==> src/rtl/tri_bbox_unit.sv <==
// tri_bbox_unit: sequential, handshaked triangle bounding-box engine.
// Latches one triangle, folds min/max over the vertices one per cycle,
// rounds extents half-up to the pixel grid and holds the box until taken.
// Define BBOX_CLIP_EN to clamp to the screen and flag off-screen triangles;
// without it the rounded extents pass straight through and out_empty is 0.

// Per-axis accumulator, rounding and optional screen limit.
module tri_bbox_axis #(
  parameter int WIDTH = 16,
  parameter int FRAC  = 6,
  parameter bit CLIP  = 1'b0
) (
  input  logic             CLK,
  input  logic             RST_N,
  input  logic             load,
  input  logic             fold,
  input  logic [1:0]       idx,
  input  logic [WIDTH-1:0] c0,
  input  logic [WIDTH-1:0] c1,
  input  logic [WIDTH-1:0] c2,
  input  logic [WIDTH-1:0] lim,
  output logic [WIDTH-1:0] rmin,
  output logic [WIDTH-1:0] rmax,
  output logic             off
);
  logic [WIDTH-1:0] c1_q, c2_q, mn, mx, vi, rx;

  // Round half-up to whole pixels; saturate to the top pixel on overflow.
  function automatic logic [WIDTH-1:0] rnd(input logic [WIDTH-1:0] v);
    logic [WIDTH:0] s;
    s = {1'b0, v[WIDTH-1:FRAC], {FRAC{1'b0}}} + ((WIDTH+1)'(v[FRAC-1]) << FRAC);
    return s[WIDTH] ? {{(WIDTH-FRAC){1'b1}}, {FRAC{1'b0}}} : s[WIDTH-1:0];
  endfunction

  assign vi = (idx == 2'd1) ? c1_q : c2_q;

  // Vertex 0 seeds the accumulators directly; v1/v2 are held for the scan.
  always_ff @(posedge CLK or negedge RST_N) begin
    if (!RST_N) begin
      c1_q <= '0;
      c2_q <= '0;
      mn   <= '0;
      mx   <= '0;
    end else if (load) begin
      c1_q <= c1;
      c2_q <= c2;
      mn   <= c0;
      mx   <= c0;
    end else if (fold) begin
      if (vi < mn) mn <= vi;
      if (vi > mx) mx <= vi;
    end
  end

  // Rounded extents, clamped to the screen limit when clipping is built in.
  always_comb begin
    rmin = rnd(mn);
    rx   = rnd(mx);
    rmax = (CLIP && (rx > lim)) ? lim : rx;
    off  = CLIP && (rmin > lim);
  end
endmodule

module tri_bbox_unit #(
  parameter int WIDTH    = 16,
  parameter int FRAC     = 6,
  parameter int SCREEN_W = 640,
  parameter int SCREEN_H = 480
) (
  input  logic             CLK,
  input  logic             RST_N,
  input  logic             in_valid,
  output logic             in_ready,
  input  logic [WIDTH-1:0] v0x,
  input  logic [WIDTH-1:0] v1x,
  input  logic [WIDTH-1:0] v2x,
  input  logic [WIDTH-1:0] v0y,
  input  logic [WIDTH-1:0] v1y,
  input  logic [WIDTH-1:0] v2y,
  output logic             out_valid,
  input  logic             out_ready,
  output logic [WIDTH-1:0] XMIN,
  output logic [WIDTH-1:0] XMAX,
  output logic [WIDTH-1:0] YMIN,
  output logic [WIDTH-1:0] YMAX,
  output logic             out_empty
);
`ifdef BBOX_CLIP_EN
  localparam bit CLIP_ON = 1'b1;
`else
  localparam bit CLIP_ON = 1'b0;
`endif
  localparam logic [WIDTH-1:0] XLIM = WIDTH'((SCREEN_W - 1) << FRAC);
  localparam logic [WIDTH-1:0] YLIM = WIDTH'((SCREEN_H - 1) << FRAC);

  localparam logic [1:0] S_IDLE  = 2'd0;
  localparam logic [1:0] S_SCAN  = 2'd1;
  localparam logic [1:0] S_FINAL = 2'd2;
  localparam logic [1:0] S_HOLD  = 2'd3;

  logic [1:0] state, idx;
  logic       load, fold, empty;
  logic [1:0][WIDTH-1:0] c0, c1, c2, lim, rmin, rmax;
  logic [1:0]            off;

  // Axis 0 is X, axis 1 is Y.
  assign c0  = {v0y, v0x};
  assign c1  = {v1y, v1x};
  assign c2  = {v2y, v2x};
  assign lim = {YLIM, XLIM};

  assign in_ready = (state == S_IDLE);
  assign load     = in_ready && in_valid;
  assign fold     = (state == S_SCAN);
  assign empty    = |off;

  for (genvar a = 0; a < 2; a++) begin : g_axis
    tri_bbox_axis #(.WIDTH(WIDTH), .FRAC(FRAC), .CLIP(CLIP_ON)) u_axis (
      .CLK  (CLK),
      .RST_N(RST_N),
      .load (load),
      .fold (fold),
      .idx  (idx),
      .c0   (c0[a]),
      .c1   (c1[a]),
      .c2   (c2[a]),
      .lim  (lim[a]),
      .rmin (rmin[a]),
      .rmax (rmax[a]),
      .off  (off[a])
    );
  end

  // Control FSM and output registers; outputs only change in FINAL.
  always_ff @(posedge CLK or negedge RST_N) begin
    if (!RST_N) begin
      state     <= S_IDLE;
      idx       <= 2'd0;
      out_valid <= 1'b0;
      out_empty <= 1'b0;
      XMIN      <= '0;
      XMAX      <= '0;
      YMIN      <= '0;
      YMAX      <= '0;
    end else begin
      case (state)
        S_IDLE: if (in_valid) begin
          state <= S_SCAN;
          idx   <= 2'd1;
        end
        S_SCAN: if (idx == 2'd2) begin
          state <= S_FINAL;
          idx   <= 2'd0;
        end else begin
          idx <= idx + 2'd1;
        end
        S_FINAL: begin
          XMIN      <= empty ? '0 : rmin[0];
          XMAX      <= empty ? '0 : rmax[0];
          YMIN      <= empty ? '0 : rmin[1];
          YMAX      <= empty ? '0 : rmax[1];
          out_empty <= empty;
          out_valid <= 1'b1;
          state     <= S_HOLD;
        end
        default: if (out_ready) begin
          out_valid <= 1'b0;
          state     <= S_IDLE;
        end
      endcase
    end
  end
endmodule

==> config.mk <==
export PLATFORM = sky130hd
export DESIGN_NAME = tri_bbox_unit
export DESIGN_NICKNAME = d
export VERILOG_FILES = /design/src/rtl/tri_bbox_unit.sv
export SDC_FILE = /design/constraint.sdc
export NUM_CORES = 1
export LEC_CHECK = 0
export CORE_ASPECT_RATIO = 1.75
export CORE_MARGIN = 2
export CORE_UTILIZATION = 25
export DETAILED_ROUTE_END_ITERATION = 8
export GPL_ROUTABILITY_DRIVEN = 0
export HOLD_SLACK_MARGIN = 0.1
export PLACE_DENSITY = 0.41
export SYNTH_ARGS = -nofsm -noshare
export SYNTH_HDL_FRONTEND = slang
export SYNTH_SLANG_ARGS = --single-unit
export TNS_END_PERCENT = 100
==> constraint.sdc <==
create_clock -name CLK -period 3.7 [get_ports CLK]
set_input_delay 0.37 -clock CLK [delete_from_list [all_inputs] [get_ports CLK]]
set_output_delay 0.37 -clock CLK [all_outputs]
set_load 0.02 [all_outputs]
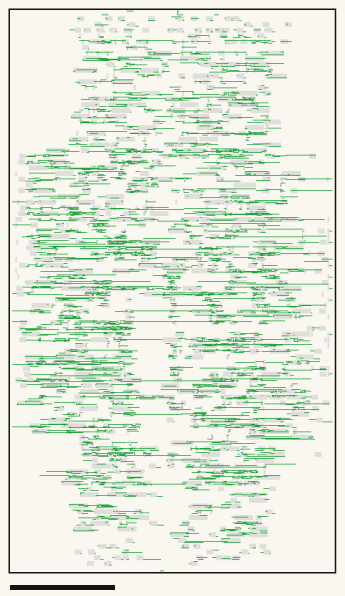
run_1/met1.png
The bar under the picture is 50 um long.
- nets with wire on the layer: 1205
- main direction: horizontal
- longest straight run: 47.4 um

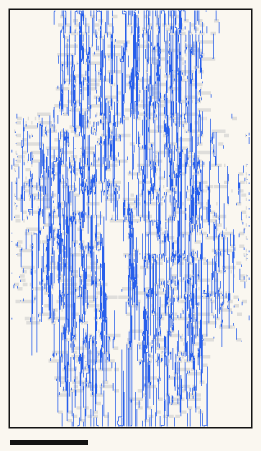
run_1/met2.png
The bar under the picture is 50 um long.
- nets with wire on the layer: 1139
- longest straight run: 125 um
- share of all routed wire: 60%
- wire length on this layer: 18600 um

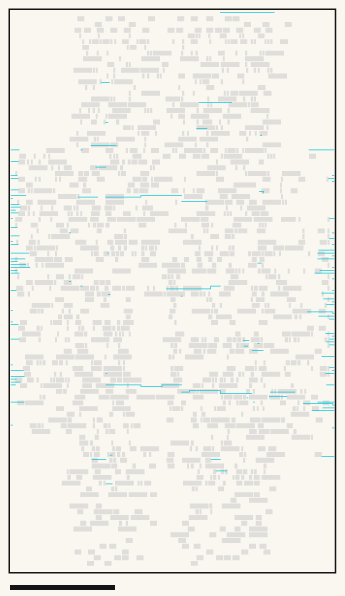
run_1/met3.png
The bar under the picture is 50 um long.
- longest straight run: 25.5 um
- nets with wire on the layer: 91
- share of all routed wire: 1.9%

==> impl_metrics.toml, run 1 <==
# flow metrics
[logic_synthesis]
ys_area_um2 = 9850
synth_warnings = 0
syn-instance-count = 1038
area_leaders = "dfrtp_1, ha_1, mux2_2"

[die]
dieArea_um2 = 41100
rows = 96
die_h_um = 267

[sta]
setup_slack_ps = 336
rsz0062_at_grt = "no"
max_freq_mhz = 297

[clock_tree]
htreeDepth = 4
cts_made_buffers = 17
cts_root_buf = "clkbuf_16"
cts_setup_buffers = 0
cts_buffer_depth = 2

[placement]
dpl_cell_area_um2 = 11700
io_buffers = 141

[power_and_ir_drop]
power_clock_mw = 1.80
pg_seq_mw = 3.53
pwr-share-seq_pct = 29.0
netSwitchingFraction_pct = 43.1
comb-power_mw = 6.85

[detailed_routing]
routed.top_layer = "met4"
vias_per_cell = 4.47
route.met3.wl_um = 587
ant_nets = 0
post-route-drc-count = 0
vias = 7497

[worst_setup_path]
r2r_end = "g_axis[1].u_axis.mn[1]"
cp.arrival_ps = 3700
crit_family = "AND-OR/OR-AND gates"
max_stage_delay_ps = 820
crit_buf_inv = 1
crit_required_ps = 4040

[run]
maxCapViolCount = 0

[finish]
fin_cells = 1677
fin_util_pct = 31.6

[status]
status = "completed"

[grt]
grt_pass1_vias = 8008
grt_usage_pct = 15.3
grt_max_degree = 85

[min_path]
hp-start = "v2x[13]"
==> run 1: per-layer routing <==
| layer | global-route usage (%) | up-vias |
|---|---|---|
| met4 | 6.34 | 0 |
| met1 | 14.5 | 3630 |
| met2 | 32.0 | 121 |
| met3 | 2.16 | 39 |
| met5 | 0 | - |
| li1 | - | 3707 |
==> run 1: cell type report <==
cell class	count	area, um2	share of cell area (%)
Clock buffer	20	457	3.71
Clock inverter	12	111	0.904
Inverter	73	274	2.22
Sequential cell	173	4330	35.1
Multi-Input combinational cell	756	4990	40.5
Tap cell	490	613	4.98
Timing Repair Buffer	153	1540	12.5
--- run 2 (diff from run 1) ---
- CELL_PAD_IN_SITES_DETAIL_PLACEMENT: not set -> 1
- CELL_PAD_IN_SITES_GLOBAL_PLACEMENT: not set -> 1
- PLACE_DENSITY: 0.41 -> 0.51
==> impl_metrics.toml, run 2 <==
# flow metrics
[grt]
grt_max_degree = 70
antenna_found_initial = 0
grt-busiest-layer = "met2"
grt_pass1_vias = 8429
grt_pass1_wl_mm = 49.2
grt_overflow = 0

[clock_tree]
cts_buffer_depth = 2
htreeDepth = 4
cts_root_buf = "clkbuf_16"
cts_sinks = 173
cts_setup_buffers = 0
clk-insertion-delay-late_ps = 460
cts_made_buffers = 17

[detailed_routing]
wl_met1_mm = 11.1
routed.top_layer = "met4"
drt_iter0_markers = 200
vias_per_cell = 4.56
post-route-drc-count = 0
route.met3.wl_um = 656
drtPass1Iterations = 4
ant_nets = 0
vias = 7649

[power_and_ir_drop]
p_int_mw = 7.04
comb-power_mw = 6.94
power_mw = 12.4
pwr-share-seq_pct = 28.9
pg_seq_mw = 3.59
power_leader = "combinational cells"
netSwitchingFraction_pct = 43.3
leakage_nw = 5.80
power_clock_mw = 1.89

[placement]
io_buffers = 141
dpl_cell_area_um2 = 11700
place_ws_ps = 338
place_inst = 1645

[finish]
seq_cells = 173
comb_cells = 756
syn_to_final_growth_pct = 25.3
seqCellArea_um2 = 4330
nNonClkBuffers = 154
fin_util_pct = 31.6
inv_count = 73
largest_cell_class = "combinational gates"
buffer_area_share_pct = 12.5
sh_comb_area_pct = 40.4
fin_cells = 1678
clkCellAreaFrac_pct = 4.93
seq_share_pct = 35.1
final-comb-area_um2 = 4980
clkbuf_count = 19
nets = 1348
mostFrequentLayoutCells = "nand2_1, dfrtp_1, clkdlybuf4s50_1"

[status]
status = "completed"

[logic_synthesis]
top_cell = "nand2_1"
synthArstFlopShare_pct = 100
synthTopLogicFamily = "simple AND/OR/NAND/NOR gates"
synth_seq_share_pct = 43.9
ys_area_um2 = 9850
synth_warnings = 0
ys_sh_mux_pct = 12.1
ys_cells = 1038
area_leaders = "dfrtp_1, ha_1, mux2_2"
syn-instance-count = 1038
ys_sh_simple_pct = 17.2

[sta]
max_freq_mhz = 301
rsz0062_at_grt = "no"
fin_crit_sh_pct = 89.6
finalCriticalPeriod_ps = 3320
skew_ps = 10.6
setup_slack_ps = 383
max-slew-margin-rel_pct = 31.6
maxSlewViolCount = 0

[worst_setup_path]
max_stage_delay_ps = 510
cp.arrival_ps = 3650
crit_buf_inv = 2
ff2ff_path_depth = 10
crit_family = "AND-OR/OR-AND gates"
crit_cells = 10
crit_required_ps = 4040

[die]
core_um2 = 39000
ioPinCount = 167
dieArea_um2 = 41100
rows = 96
initCoreUtil_pct = 25.2
die_h_um = 267
tap-cell-count = 490

[run]
maxCapViolCount = 0
## run 2: cell counts after synthesis
No cell type changed its count.
## run 2: path summary, 6_finish.rpt
kind,slack (ps),end,from
min,350,XMAX[7],RST_N
max reg2reg,380,g_axis[0].u_axis.mn[15],idx[0]
min in group CLK,440,g_axis[1].u_axis.c2_q[12],v2y[12]
max,380,g_axis[0].u_axis.mn[15],idx[0]
min reg2reg,470,g_axis[0].u_axis.c1_q[7],g_axis[0].u_axis.c1_q[7]
max in group asynchronous,2450,g_axis[0].u_axis.c1_q[6],RST_N
## run 2: logic make-up after synthesis
| logic type | Yosys count |
|---|---|
| other | 1 |
| DFF | 173 |
| xor gates and xnor gates | 24 |
| buffers and inverters | 133 |
| muxes | 100 |
| adders and majority gates | 73 |
| and+or+nand+nor | 412 |
| AOI/OAI and AO/OA | 122 |
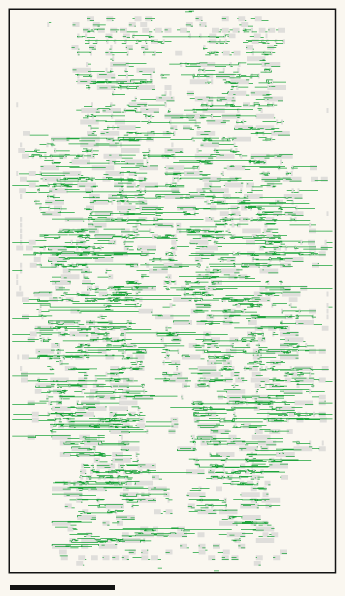
run_2/met1.png
The bar under the picture is 50 um long.
- nets with wire on the layer: 1224
- share of all routed wire: 34%
- longest straight run: 57.0 um
- main direction: horizontal

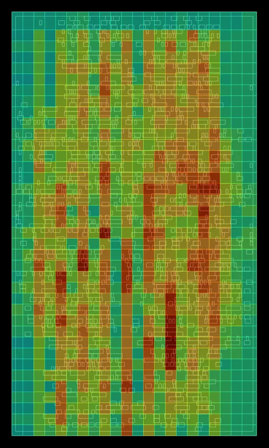
run_2/final_congestion.png
Global Route met3 Usage: 2.57%
met1 Resource Use GR: 15.1%
grt met2 use: 34.1%
Routed WL per cell: 19.5 um
Total GRT Usage: 16.2%

Power and IR drop assume default switching activity.
